$ cat config.mk
export PLATFORM = sky130hd
export DESIGN_NAME = sram_byte_loader
export DESIGN_NICKNAME = d
export VERILOG_FILES = /design/src/rtl/coproc_sram_pkg.sv /design/src/rtl/byte_packer.sv /design/src/rtl/sram_byte_loader.sv
export SDC_FILE = /design/constraint.sdc
export NUM_CORES = 1
export LEC_CHECK = 0
export CAP_MARGIN = 10
export CORE_ASPECT_RATIO = 1.75
export CORE_MARGIN = 1
export CORE_UTILIZATION = 51
export DETAILED_ROUTE_END_ITERATION = 12
export PLACE_DENSITY_LB_ADDON = 0.25
export SLEW_MARGIN = 10
export SYNTH_ARGS = -nofsm -noshare
export SYNTH_HDL_FRONTEND = slang
export SYNTH_HIERARCHICAL = 1
export SYNTH_SLANG_ARGS = --single-unit
export TNS_END_PERCENT = 5
$ cat constraint.sdc
create_clock -name clk -period 3.4 [get_ports clk]
set_clock_uncertainty 0.15 [all_clocks]
set_input_delay 0.68 -clock clk [delete_from_list [all_inputs] [get_ports clk]]
set_output_delay 0.68 -clock clk [all_outputs]
set_load 0.01 [all_outputs]
$ cat src/rtl/coproc_sram_pkg.sv
// Shared definitions for the coprocessor firmware/data SRAM and the agents
// that write it: loader FSM states, geometry and byte-lane width.
package coproc_sram_pkg;

    typedef enum logic [2:0] {
        ST_IDLE,
        ST_CHECK,
        ST_FILL,
        ST_WRITE,
        ST_FINISH
    } loader_state_t;

    localparam int SRAM_DEPTH  = 2560;
    localparam int SRAM_ADDR_W = 12;
    localparam int SRAM_BYTES  = 10240;
    localparam int SRAM_BE_W   = 4;

endpackage

$ cat src/rtl/byte_packer.sv
// Little-endian byte-to-word packer: steers each loaded byte into the next
// lane and records its byte enable until cleared.
module byte_packer
    import coproc_sram_pkg::*;
(
    input  logic                     clk,
    input  logic                     reset_n,
    input  logic                     clear,
    input  logic                     load,
    input  logic [7:0]               byte_data,
    output logic [1:0]               lane_idx,
    output logic [SRAM_BE_W*8-1:0]   word_data,
    output logic [SRAM_BE_W-1:0]     byte_en
);

    logic [1:0] idx_reg;

    always_ff @(posedge clk or negedge reset_n) begin
        if (!reset_n) begin
            idx_reg <= '0;
        end else if (clear) begin
            idx_reg <= '0;
        end else if (load) begin
            idx_reg <= idx_reg + 1'b1;
        end
    end

    assign lane_idx = idx_reg;

    // Clear wins over load so a byte arriving with an abort is dropped.
    for (genvar gi = 0; gi < SRAM_BE_W; gi++) begin : g_lane
        logic [7:0] byte_reg;
        logic       en_reg;

        always_ff @(posedge clk or negedge reset_n) begin
            if (!reset_n) begin
                byte_reg <= '0;
                en_reg   <= 1'b0;
            end else if (clear) begin
                byte_reg <= '0;
                en_reg   <= 1'b0;
            end else if (load && idx_reg == 2'(gi)) begin
                byte_reg <= byte_data;
                en_reg   <= 1'b1;
            end
        end

        assign word_data[gi*8 +: 8] = byte_reg;
        assign byte_en[gi]          = en_reg;
    end

endmodule

$ cat src/rtl/sram_byte_loader.sv
// Avalon-MM write master that packs an 8-bit valid/ready stream into 32-bit
// words and writes them to consecutive SRAM word addresses.
module sram_byte_loader
    import coproc_sram_pkg::*;
#(
    parameter int ADDR_W = SRAM_ADDR_W,
    parameter int DEPTH  = SRAM_DEPTH,
    parameter int CNT_W  = $clog2(SRAM_BYTES + 1)
) (
    input  logic                 clk,
    input  logic                 reset_n,
    input  logic                 start,
    input  logic                 abort,
    input  logic [ADDR_W-1:0]    base_addr,
    input  logic [CNT_W-1:0]     byte_count,
    input  logic [7:0]           s_data,
    input  logic                 s_valid,
    output logic                 s_ready,
    output logic [ADDR_W-1:0]    m_address,
    output logic [SRAM_BE_W-1:0] m_byteenable,
    output logic                 m_chipselect,
    output logic                 m_write,
    output logic [31:0]          m_writedata,
    output logic                 busy,
    output logic                 done,
    output logic                 err,
    output logic [ADDR_W:0]      words_written
);

    loader_state_t state_reg, state_next;

    logic [ADDR_W-1:0] addr_reg;
    logic [CNT_W-1:0]  remaining_reg;
    logic [ADDR_W:0]   words_reg;
    logic              write_reg, busy_reg, done_reg, err_reg;
    logic              accept, pack_clear, range_bad;
    logic [1:0]        lane_idx;
    logic [CNT_W+1:0]  end_byte;

    // One-past-last byte offset of the transfer, in SRAM byte units.
    assign end_byte  = ((CNT_W+2)'(addr_reg) << 2) + (CNT_W+2)'(remaining_reg);
    assign range_bad = (addr_reg >= ADDR_W'(DEPTH)) || (end_byte > (CNT_W+2)'(DEPTH * 4));

    assign s_ready = (state_reg == ST_FILL);
    assign accept  = s_ready && s_valid;

    always_comb begin
        state_next = state_reg;
        case (state_reg)
            ST_IDLE:   if (start) state_next = ST_CHECK;
            ST_CHECK: begin
                if (abort)                       state_next = ST_IDLE;
                else if (remaining_reg == '0)    state_next = ST_FINISH;
                else if (range_bad)              state_next = ST_FINISH;
                else                             state_next = ST_FILL;
            end
            ST_FILL: begin
                if (abort)
                    state_next = ST_IDLE;
                else if (accept && (lane_idx == 2'd3 || remaining_reg == CNT_W'(1)))
                    state_next = ST_WRITE;
            end
            ST_WRITE: begin
                if (abort)                       state_next = ST_IDLE;
                else if (remaining_reg != '0)    state_next = ST_FILL;
                else                             state_next = ST_FINISH;
            end
            ST_FINISH: state_next = ST_IDLE;
            default:   state_next = ST_IDLE;
        endcase
        pack_clear = (state_next == ST_IDLE) || (state_reg == ST_WRITE);
    end

    always_ff @(posedge clk or negedge reset_n) begin
        if (!reset_n) begin
            state_reg     <= ST_IDLE;
            addr_reg      <= '0;
            remaining_reg <= '0;
            words_reg     <= '0;
            write_reg     <= 1'b0;
            busy_reg      <= 1'b0;
            done_reg      <= 1'b0;
            err_reg       <= 1'b0;
        end else begin
            state_reg <= state_next;
            write_reg <= (state_next == ST_WRITE);
            busy_reg  <= (state_next != ST_IDLE);
            done_reg  <= (state_next == ST_FINISH);
            case (state_reg)
                ST_IDLE: begin
                    if (start) begin
                        addr_reg      <= base_addr;
                        remaining_reg <= byte_count;
                        words_reg     <= '0;
                        err_reg       <= 1'b0;
                    end
                end
                ST_CHECK: begin
                    if (!abort && remaining_reg != '0 && range_bad)
                        err_reg <= 1'b1;
                end
                ST_FILL: begin
                    if (accept)
                        remaining_reg <= remaining_reg - 1'b1;
                end
                ST_WRITE: begin
                    // A write on the bus completes even when aborted, so count it.
                    addr_reg  <= addr_reg + 1'b1;
                    words_reg <= words_reg + 1'b1;
                end
                default: ;
            endcase
        end
    end

    byte_packer u_packer (
        .clk       (clk),
        .reset_n   (reset_n),
        .clear     (pack_clear),
        .load      (accept),
        .byte_data (s_data),
        .lane_idx  (lane_idx),
        .word_data (m_writedata),
        .byte_en   (m_byteenable)
    );

    assign m_address     = addr_reg;
    assign m_chipselect  = write_reg;
    assign m_write       = write_reg;
    assign busy          = busy_reg;
    assign done          = done_reg;
    assign err           = err_reg;
    assign words_written = words_reg;

endmodule

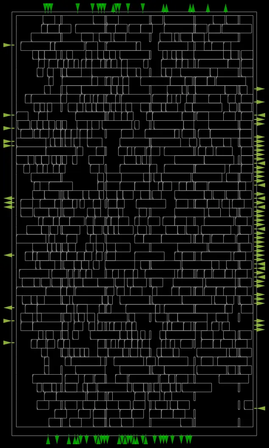
Figure 1: cell placement.
row cnt: 47
Filler Cells Inserted: 776
final cell count without fillers: 745
FFs & Latches: 84
core area: 9410 um2

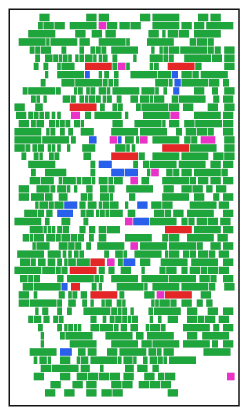
Figure 2: cell sizes after repair.
Drawn at 3 px/um.
size	color	cells	share	most used
x6 and larger	red	11	1.8%	clkbuf_16
x2	blue	16	2.6%	nand2_2
x3 and x4	magenta	14	2.2%	buf_4
x1 and smaller	green	582	93%	clkdlybuf4s50_1
Area growth syn-to-layout: 28.4%
number of non-clock buffers: 115
Final WS setup: 0.383 ns
design area: 6290 um2

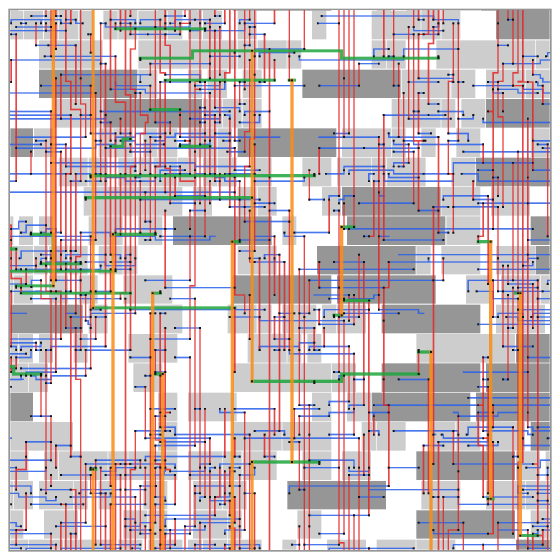
Figure 3: layout detail.
Region (13, 67) to (63, 117) um. Cells in gray, sequential cells in the stronger gray; small squares are vias.
layer	color
M3	green
M1	blue
M4	orange
M2	red
cells with their middle in the window	179
most frequent	dfrtp_1 (22), nor2_1 (16), nand2_1 (14)
sequential cells in the window	22
netlist names of flops here include	u_packer/g_lane.byte_reg (8), remaining_reg (4), state_reg (3)

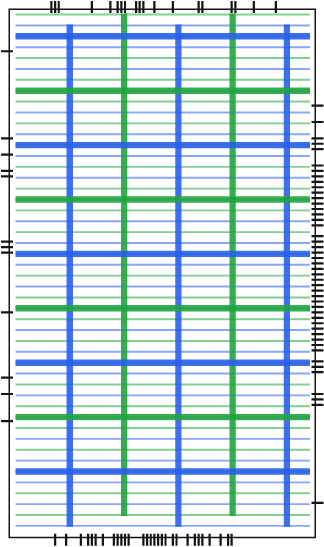
Figure 4: supply network.
Drawn at 4 px/um. Pins as bars on the die edge.
net	color
VSS	blue
VDD	green
met1 rails	48
signal pins	106

==> qor.yml <==
outcome:
  outcome: "finished, final reports clean"
cts:
  cts_hold_buf: 0
  cts_max_level: 3
  cts_sinks: 84
  cts_inserted_buffers: 9
  postCtsSetupBuffers: 0
global_route:
  grt_pass1_vias: 4391
  use_met3_pct: 4.58
  grt_pass1_wl_um: 21500
  antenna_found_initial: 0
logic_synthesis:
  top_area_cell: "dfrtp_1"
  synthFlopType: "dfrtp_1"
  netlist_instances: 521
  yosys.stat.seqShare_pct: 42.9
  top_cell_area_share_pct: 42.9
  simple_gate_area_share_pct: 21.0
  ys.flops: 84
placement:
  place_inst: 730
  hpwl_um: 9630
  dp_slack_ns: 0.405
final_timing:
  fin_hold_ws_ns: 0.161
  fmaxAchievable_ghz: 0.331
  fin_crit_ns: 3.02
  final_max_slew_viol_count: 0
power_and_ir_drop:
  seqPwrFrac_pct: 30.7
  power_leader: "combinational cells"
finish:
  logic_area_um2: 2570
  seq_area_um2: 2100
  seq_share_pct: 33.4
drt:
  dr_total_vias: 4382
worst_setup_path:
  crit_fanout: 5
  cpMaxStageDelayCell: "dfrtp_1"
die:
  ios: 106
[path summary, 6_finish.rpt]
| path | cells past startpoint | endpoint | start |
|---|---|---|---|
| worst max-delay path | 10 | err$_DFFE_PN0P_ | m_address[0]$_DFFE_PN0P_ |
| worst min-delay path | 1 | u_packer/g_lane[1].byte_reg[6]$_DFFE_PN0P_ | reset_n |
| worst max register to register | 10 | err$_DFFE_PN0P_ | m_address[0]$_DFFE_PN0P_ |
| worst min register to register | 1 | words_written[12]$_DFFE_PN0P_ | words_written[12]$_DFFE_PN0P_ |
| max in group asynchronous | 2 | remaining_reg[8]$_DFFE_PN0P_ | reset_n |
| min in group clk | 1 | words_written[12]$_DFFE_PN0P_ | words_written[12]$_DFFE_PN0P_ |
